**config.mk**
```make
export PLATFORM = sky130hd
export DESIGN_NAME = ball_engine_flat
export DESIGN_NICKNAME = d
export VERILOG_FILES = /design/src/rtl/ball_engine_if.sv /design/src/rtl/ball_engine.sv /design/src/flat_wrapper.sv
export SDC_FILE = /design/constraint.sdc
export NUM_CORES = 1
export LEC_CHECK = 0
export ABC_AREA = 1
export CORE_MARGIN = 1
export CORE_UTILIZATION = 55
export CTS_BUF_LIST = sky130_fd_sc_hd__clkbuf_8
export DETAILED_ROUTE_END_ITERATION = 6
export MAX_ROUTING_LAYER = met4
export PLACE_DENSITY_LB_ADDON = 0.3
export SETUP_SLACK_MARGIN = 0.05
export SLEW_MARGIN = 20
export SYNTH_ARGS = -nofsm -noshare
export SYNTH_HDL_FRONTEND = slang
export SYNTH_SLANG_ARGS = --single-unit
```
**constraint.sdc**
```tcl
create_clock -name clk -period 2.7 [get_ports clk]
set_input_delay 0.54 -clock clk [delete_from_list [all_inputs] [get_ports clk]]
set_output_delay 0.54 -clock clk [all_outputs]
set_load 0.01 [all_outputs]
```
**src/rtl/ball_engine_if.sv**
```systemverilog
// Control and status bundle between the pong datapath and the ball engine.
// The engine takes the slave side.
interface ball_engine_if #(
  parameter int FIELD_BITS = 6
);
  logic                  tick;
  logic                  serve;
  logic [3:0]            angle;
  logic [3:0]            ball_radius;
  logic                  paddle_hit_l;
  logic                  paddle_hit_r;
  logic [FIELD_BITS-1:0] ball_x;
  logic [FIELD_BITS-1:0] ball_y;
  logic                  active;
  logic                  bounce;
  logic                  score_l;
  logic                  score_r;

  modport master (
    output tick, serve, angle, ball_radius, paddle_hit_l, paddle_hit_r,
    input  ball_x, ball_y, active, bounce, score_l, score_r
  );

  modport slave (
    input  tick, serve, angle, ball_radius, paddle_hit_l, paddle_hit_r,
    output ball_x, ball_y, active, bounce, score_l, score_r
  );
endinterface

```
**src/rtl/ball_engine.sv**
```systemverilog
// Fixed-point ball motion engine: serve/launch FSM, per-frame motion,
// wall and paddle reflection, and miss detection with score pulses.
module ball_engine #(
  parameter int FIELD_BITS  = 6,
  parameter int FRAC_BITS   = 4,
  parameter int SERVE_DELAY = 64
) (
  input  logic         clk,
  input  logic         reset,
  ball_engine_if.slave bus
);

  localparam int POS_W = FIELD_BITS + FRAC_BITS;
  localparam int VEL_W = FRAC_BITS + 4;
  localparam int SUM_W = POS_W + 2;
  localparam int EXT_W = FIELD_BITS + 5;
  localparam int CNT_W = $clog2(SERVE_DELAY + 1);

  localparam logic [POS_W-1:0] CENTER    = {1'b1, {(POS_W-1){1'b0}}};
  localparam logic [POS_W-1:0] POS_MAX   = {POS_W{1'b1}};
  localparam logic [EXT_W-1:0] FIELD_MAX = EXT_W'((1 << FIELD_BITS) - 1);
  localparam logic [CNT_W-1:0] WAIT_LAST = CNT_W'(SERVE_DELAY - 1);

  typedef enum logic [1:0] {
    ST_IDLE,
    ST_WAIT,
    ST_MOVE
  } state_t;

  typedef struct packed {
    logic signed [7:0] vx;
    logic signed [7:0] vy;
  } launch_t;

  // Launch velocities at 4 fraction bits; angle 6 is straight down and
  // could never reach a scoring edge, so it reuses angle 5.
  function automatic launch_t launch_lookup(input logic [3:0] idx);
    launch_t e;
    case (idx)
      4'd0:        begin e.vx =  8'sd16; e.vy =  8'sd0;  end
      4'd1:        begin e.vx =  8'sd15; e.vy =  8'sd6;  end
      4'd2:        begin e.vx =  8'sd14; e.vy =  8'sd8;  end
      4'd3:        begin e.vx =  8'sd11; e.vy =  8'sd11; end
      4'd4:        begin e.vx =  8'sd8;  e.vy =  8'sd14; end
      4'd5, 4'd6:  begin e.vx =  8'sd6;  e.vy =  8'sd15; end
      4'd7:        begin e.vx = -8'sd6;  e.vy =  8'sd15; end
      4'd8:        begin e.vx = -8'sd8;  e.vy =  8'sd14; end
      4'd9:        begin e.vx = -8'sd11; e.vy =  8'sd11; end
      4'd10:       begin e.vx = -8'sd14; e.vy =  8'sd8;  end
      4'd11:       begin e.vx = -8'sd15; e.vy =  8'sd6;  end
      4'd12:       begin e.vx = -8'sd16; e.vy =  8'sd0;  end
      4'd13:       begin e.vx = -8'sd15; e.vy = -8'sd6;  end
      4'd14:       begin e.vx = -8'sd14; e.vy = -8'sd8;  end
      default:     begin e.vx = -8'sd11; e.vy = -8'sd11; end
    endcase
    return e;
  endfunction

  function automatic logic signed [VEL_W-1:0] scale_vel(input logic signed [7:0] v);
    logic signed [VEL_W-1:0] ext;
    ext = VEL_W'(v);
    return ext <<< (FRAC_BITS - 4);
  endfunction

  // Position moves are clamped to the register range rather than wrapping.
  function automatic logic [POS_W-1:0] sat_add(input logic [POS_W-1:0]        p,
                                               input logic signed [VEL_W-1:0] v);
    logic signed [SUM_W-1:0] sum;
    sum = $signed({2'b00, p}) + SUM_W'(v);
    if (sum[SUM_W-1])
      return '0;
    else if (sum[SUM_W-2])
      return POS_MAX;
    else
      return sum[POS_W-1:0];
  endfunction

  state_t                  state_q, state_d;
  logic [POS_W-1:0]        pos_x_q, pos_x_d, pos_y_q, pos_y_d;
  logic signed [VEL_W-1:0] vel_x_q, vel_x_d, vel_y_q, vel_y_d;
  logic [CNT_W-1:0]        wait_q, wait_d;
  logic                    active_q, bounce_q, bounce_d;
  logic                    score_l_q, score_l_d, score_r_q, score_r_d;

  launch_t                 launch;
  logic [EXT_W-1:0]        cur_x, cur_y, radius;
  logic                    vx_neg, vx_pos, vy_neg, vy_pos;
  logic                    at_left, at_right, at_top, at_bottom;
  logic                    miss_l, miss_r, hit_x;

  assign launch = launch_lookup(bus.angle);
  assign cur_x  = EXT_W'(pos_x_q[POS_W-1:FRAC_BITS]);
  assign cur_y  = EXT_W'(pos_y_q[POS_W-1:FRAC_BITS]);
  assign radius = EXT_W'(bus.ball_radius);

  assign vx_neg = vel_x_q[VEL_W-1];
  assign vx_pos = !vel_x_q[VEL_W-1] && (vel_x_q != '0);
  assign vy_neg = vel_y_q[VEL_W-1];
  assign vy_pos = !vel_y_q[VEL_W-1] && (vel_y_q != '0);

  // Edge tests only fire while moving toward the edge, so a ball still
  // inside the margin after a flip is left alone.
  assign at_left   = (cur_x <= radius) && vx_neg;
  assign at_right  = ((cur_x + radius) >= FIELD_MAX) && vx_pos;
  assign at_top    = (cur_y <= radius) && vy_neg;
  assign at_bottom = ((cur_y + radius) >= FIELD_MAX) && vy_pos;

  assign miss_l = at_left && !bus.paddle_hit_l;
  assign miss_r = at_right && !bus.paddle_hit_r;
  assign hit_x  = (at_left && bus.paddle_hit_l) || (at_right && bus.paddle_hit_r);

  always_comb begin
    state_d   = state_q;
    pos_x_d   = pos_x_q;
    pos_y_d   = pos_y_q;
    vel_x_d   = vel_x_q;
    vel_y_d   = vel_y_q;
    wait_d    = wait_q;
    bounce_d  = 1'b0;
    score_l_d = 1'b0;
    score_r_d = 1'b0;

    case (state_q)
      ST_IDLE: begin
        pos_x_d = CENTER;
        pos_y_d = CENTER;
        vel_x_d = '0;
        vel_y_d = '0;
        if (bus.serve) begin
          vel_x_d = scale_vel(launch.vx);
          vel_y_d = scale_vel(launch.vy);
          wait_d  = '0;
          state_d = ST_WAIT;
        end
      end

      ST_WAIT: begin
        if (bus.tick) begin
          if (wait_q == WAIT_LAST) begin
            wait_d  = '0;
            state_d = ST_MOVE;
          end else begin
            wait_d = wait_q + CNT_W'(1);
          end
        end
      end

      ST_MOVE: begin
        if (bus.tick) begin
          // A miss wins over everything else on the same tick.
          if (miss_l || miss_r) begin
            state_d   = ST_IDLE;
            pos_x_d   = CENTER;
            pos_y_d   = CENTER;
            vel_x_d   = '0;
            vel_y_d   = '0;
            score_l_d = miss_r;
            score_r_d = miss_l;
          end else begin
            pos_x_d = sat_add(pos_x_q, vel_x_q);
            pos_y_d = sat_add(pos_y_q, vel_y_q);
            if (hit_x) begin
              vel_x_d  = -vel_x_q;
              bounce_d = 1'b1;
            end
            if (at_top || at_bottom) begin
              vel_y_d  = -vel_y_q;
              bounce_d = 1'b1;
            end
          end
        end
      end

      default: state_d = ST_IDLE;
    endcase
  end

  always_ff @(posedge clk) begin
    if (reset) begin
      state_q   <= ST_IDLE;
      pos_x_q   <= CENTER;
      pos_y_q   <= CENTER;
      vel_x_q   <= '0;
      vel_y_q   <= '0;
      wait_q    <= '0;
      active_q  <= 1'b0;
      bounce_q  <= 1'b0;
      score_l_q <= 1'b0;
      score_r_q <= 1'b0;
    end else begin
      state_q   <= state_d;
      pos_x_q   <= pos_x_d;
      pos_y_q   <= pos_y_d;
      vel_x_q   <= vel_x_d;
      vel_y_q   <= vel_y_d;
      wait_q    <= wait_d;
      active_q  <= (state_d == ST_MOVE);
      bounce_q  <= bounce_d;
      score_l_q <= score_l_d;
      score_r_q <= score_r_d;
    end
  end

  assign bus.ball_x  = pos_x_q[POS_W-1:FRAC_BITS];
  assign bus.ball_y  = pos_y_q[POS_W-1:FRAC_BITS];
  assign bus.active  = active_q;
  assign bus.bounce  = bounce_q;
  assign bus.score_l = score_l_q;
  assign bus.score_r = score_r_q;

endmodule

```
**src/flat_wrapper.sv**
```systemverilog
// flat-port wrapper written by rule: the top's interface ports become plain ports
module ball_engine_flat 
#(
  parameter int FIELD_BITS  = 6,
  parameter int FRAC_BITS   = 4,
  parameter int SERVE_DELAY = 64
)
  (clk, reset, bus_tick, bus_serve, bus_angle, bus_ball_radius, bus_paddle_hit_l, bus_paddle_hit_r, bus_ball_x, bus_ball_y, bus_active, bus_bounce, bus_score_l, bus_score_r);
  ball_engine_if #(.FIELD_BITS(FIELD_BITS)) bus_i ();
  input  logic clk;
  input  logic reset;
  input wire logic [$bits(bus_i.tick)-1:0] bus_tick;
  input wire logic [$bits(bus_i.serve)-1:0] bus_serve;
  input wire logic [$bits(bus_i.angle)-1:0] bus_angle;
  input wire logic [$bits(bus_i.ball_radius)-1:0] bus_ball_radius;
  input wire logic [$bits(bus_i.paddle_hit_l)-1:0] bus_paddle_hit_l;
  input wire logic [$bits(bus_i.paddle_hit_r)-1:0] bus_paddle_hit_r;
  output wire logic [$bits(bus_i.ball_x)-1:0] bus_ball_x;
  output wire logic [$bits(bus_i.ball_y)-1:0] bus_ball_y;
  output wire logic [$bits(bus_i.active)-1:0] bus_active;
  output wire logic [$bits(bus_i.bounce)-1:0] bus_bounce;
  output wire logic [$bits(bus_i.score_l)-1:0] bus_score_l;
  output wire logic [$bits(bus_i.score_r)-1:0] bus_score_r;
  assign bus_i.tick = bus_tick;
  assign bus_i.serve = bus_serve;
  assign bus_i.angle = bus_angle;
  assign bus_i.ball_radius = bus_ball_radius;
  assign bus_i.paddle_hit_l = bus_paddle_hit_l;
  assign bus_i.paddle_hit_r = bus_paddle_hit_r;
  assign bus_ball_x = bus_i.ball_x;
  assign bus_ball_y = bus_i.ball_y;
  assign bus_active = bus_i.active;
  assign bus_bounce = bus_i.bounce;
  assign bus_score_l = bus_i.score_l;
  assign bus_score_r = bus_i.score_r;
  ball_engine #(.FIELD_BITS(FIELD_BITS), .FRAC_BITS(FRAC_BITS), .SERVE_DELAY(SERVE_DELAY)) u_core (.clk(clk), .reset(reset), .bus(bus_i));
endmodule
```
### The metal 3 layer

Scale: 4 px per micron. Cells faint in the background.
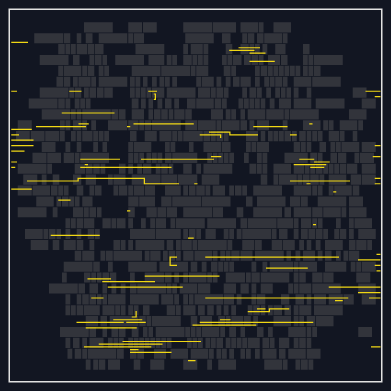
main direction	horizontal
share of all routed wire	5.5%
longest straight run	35.4 microns
wire length on this layer	617 microns
nets with wire on the layer	71

### Cells by drive strength

Scale: 3 px per micron.
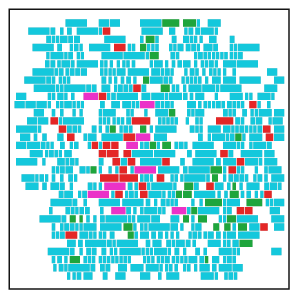
size	colour	cells	share
drive 2	green	37	5.0%
drive 3 to 4	red	38	5.1%
drive 1 or less	cyan	656	89%
drive 6 and up	magenta	9	1.2%
synthesis-to-finish area growth: 14.4%
Post-Layout Inst Area: 5180 sq um
count of plain and timing-repair buffers: 61

-- power by group through the flow --
stage | combinational [uW] | sequential [uW] | clock, uW
2_1_floorplan | 372 | 791 | 0
3_3_place_gp | 488 | 801 | 0
3_5_place_dp | 504 | 803 | 0
4_1_cts | 509 | 786 | 439
5_1_grt | 586 | 791 | 472
6_report | 519 | 788 | 425
-- through the flow --
stage | utilization | setup slack [ps] | total power, uW | instances
3_5_place_dp | 0.638 | -355 | 1310 | 830
4_1_cts | 0.655 | 51.2 | 1730 | 841
5_1_grt | 0.660 | 50.9 | 1850 | 842
3_3_place_gp | 0.638 | -254 | 1290 | 830
6_report | 0.660 | 216 | 1730 | 842
2_1_floorplan | - | 306 | 1160 | 697
==> run summary <==
Figures from the implementation reports.

- The flow ran to the end, and the final reports show no timing, DRC or antenna violations.
- The class of the tightest hold or removal check is flip-flop to flip-flop.
- The path type of the worst setup path is primary input to flip-flop.
- The maximum fanout encountered on the critical timing path reads 4.
- The total of buffers placed on input and output ports reads 29.
- The number of maximum-capacitance violations reads 0.
- By instance count after routing, the leading logic cell type is sky130_fd_sc_hd__nand2_1.
- The share of post-route cells with drive strength above 1 reads 0.114.
- The area fraction of the largest cell type after synthesis is 0.217.
- The total via count after detailed routing is 4589.
- The internal power summed over all cells is 1120 uW.
- The number of warnings the tools reported reads 39.
- By area the synthesized netlist is led by sky130_fd_sc_hd__dfxtp_1 (22%), sky130_fd_sc_hd__nand2_1 (14%), sky130_fd_sc_hd__ha_1 (12%), sky130_fd_sc_hd__nor2_1 (8.3%), sky130_fd_sc_hd__inv_1 (6.7%).
- The worst-case clock skew reads 11.6 ps.
- The global routing report lists combined usage of all routing layers as 0.287.
- The cell sitting at the root of the clock tree is a sky130_fd_sc_hd__clkbuf_8.
- Per the post-synthesis stats, the area per cell is 6.50 sq um.
- The via count of the first global-routing pass was 4452.
- The cell total in the yosys stat output is 697.
- The most common cell in the synthesized netlist reads sky130_fd_sc_hd__nand2_1.
Power and IR drop assume default switching activity.
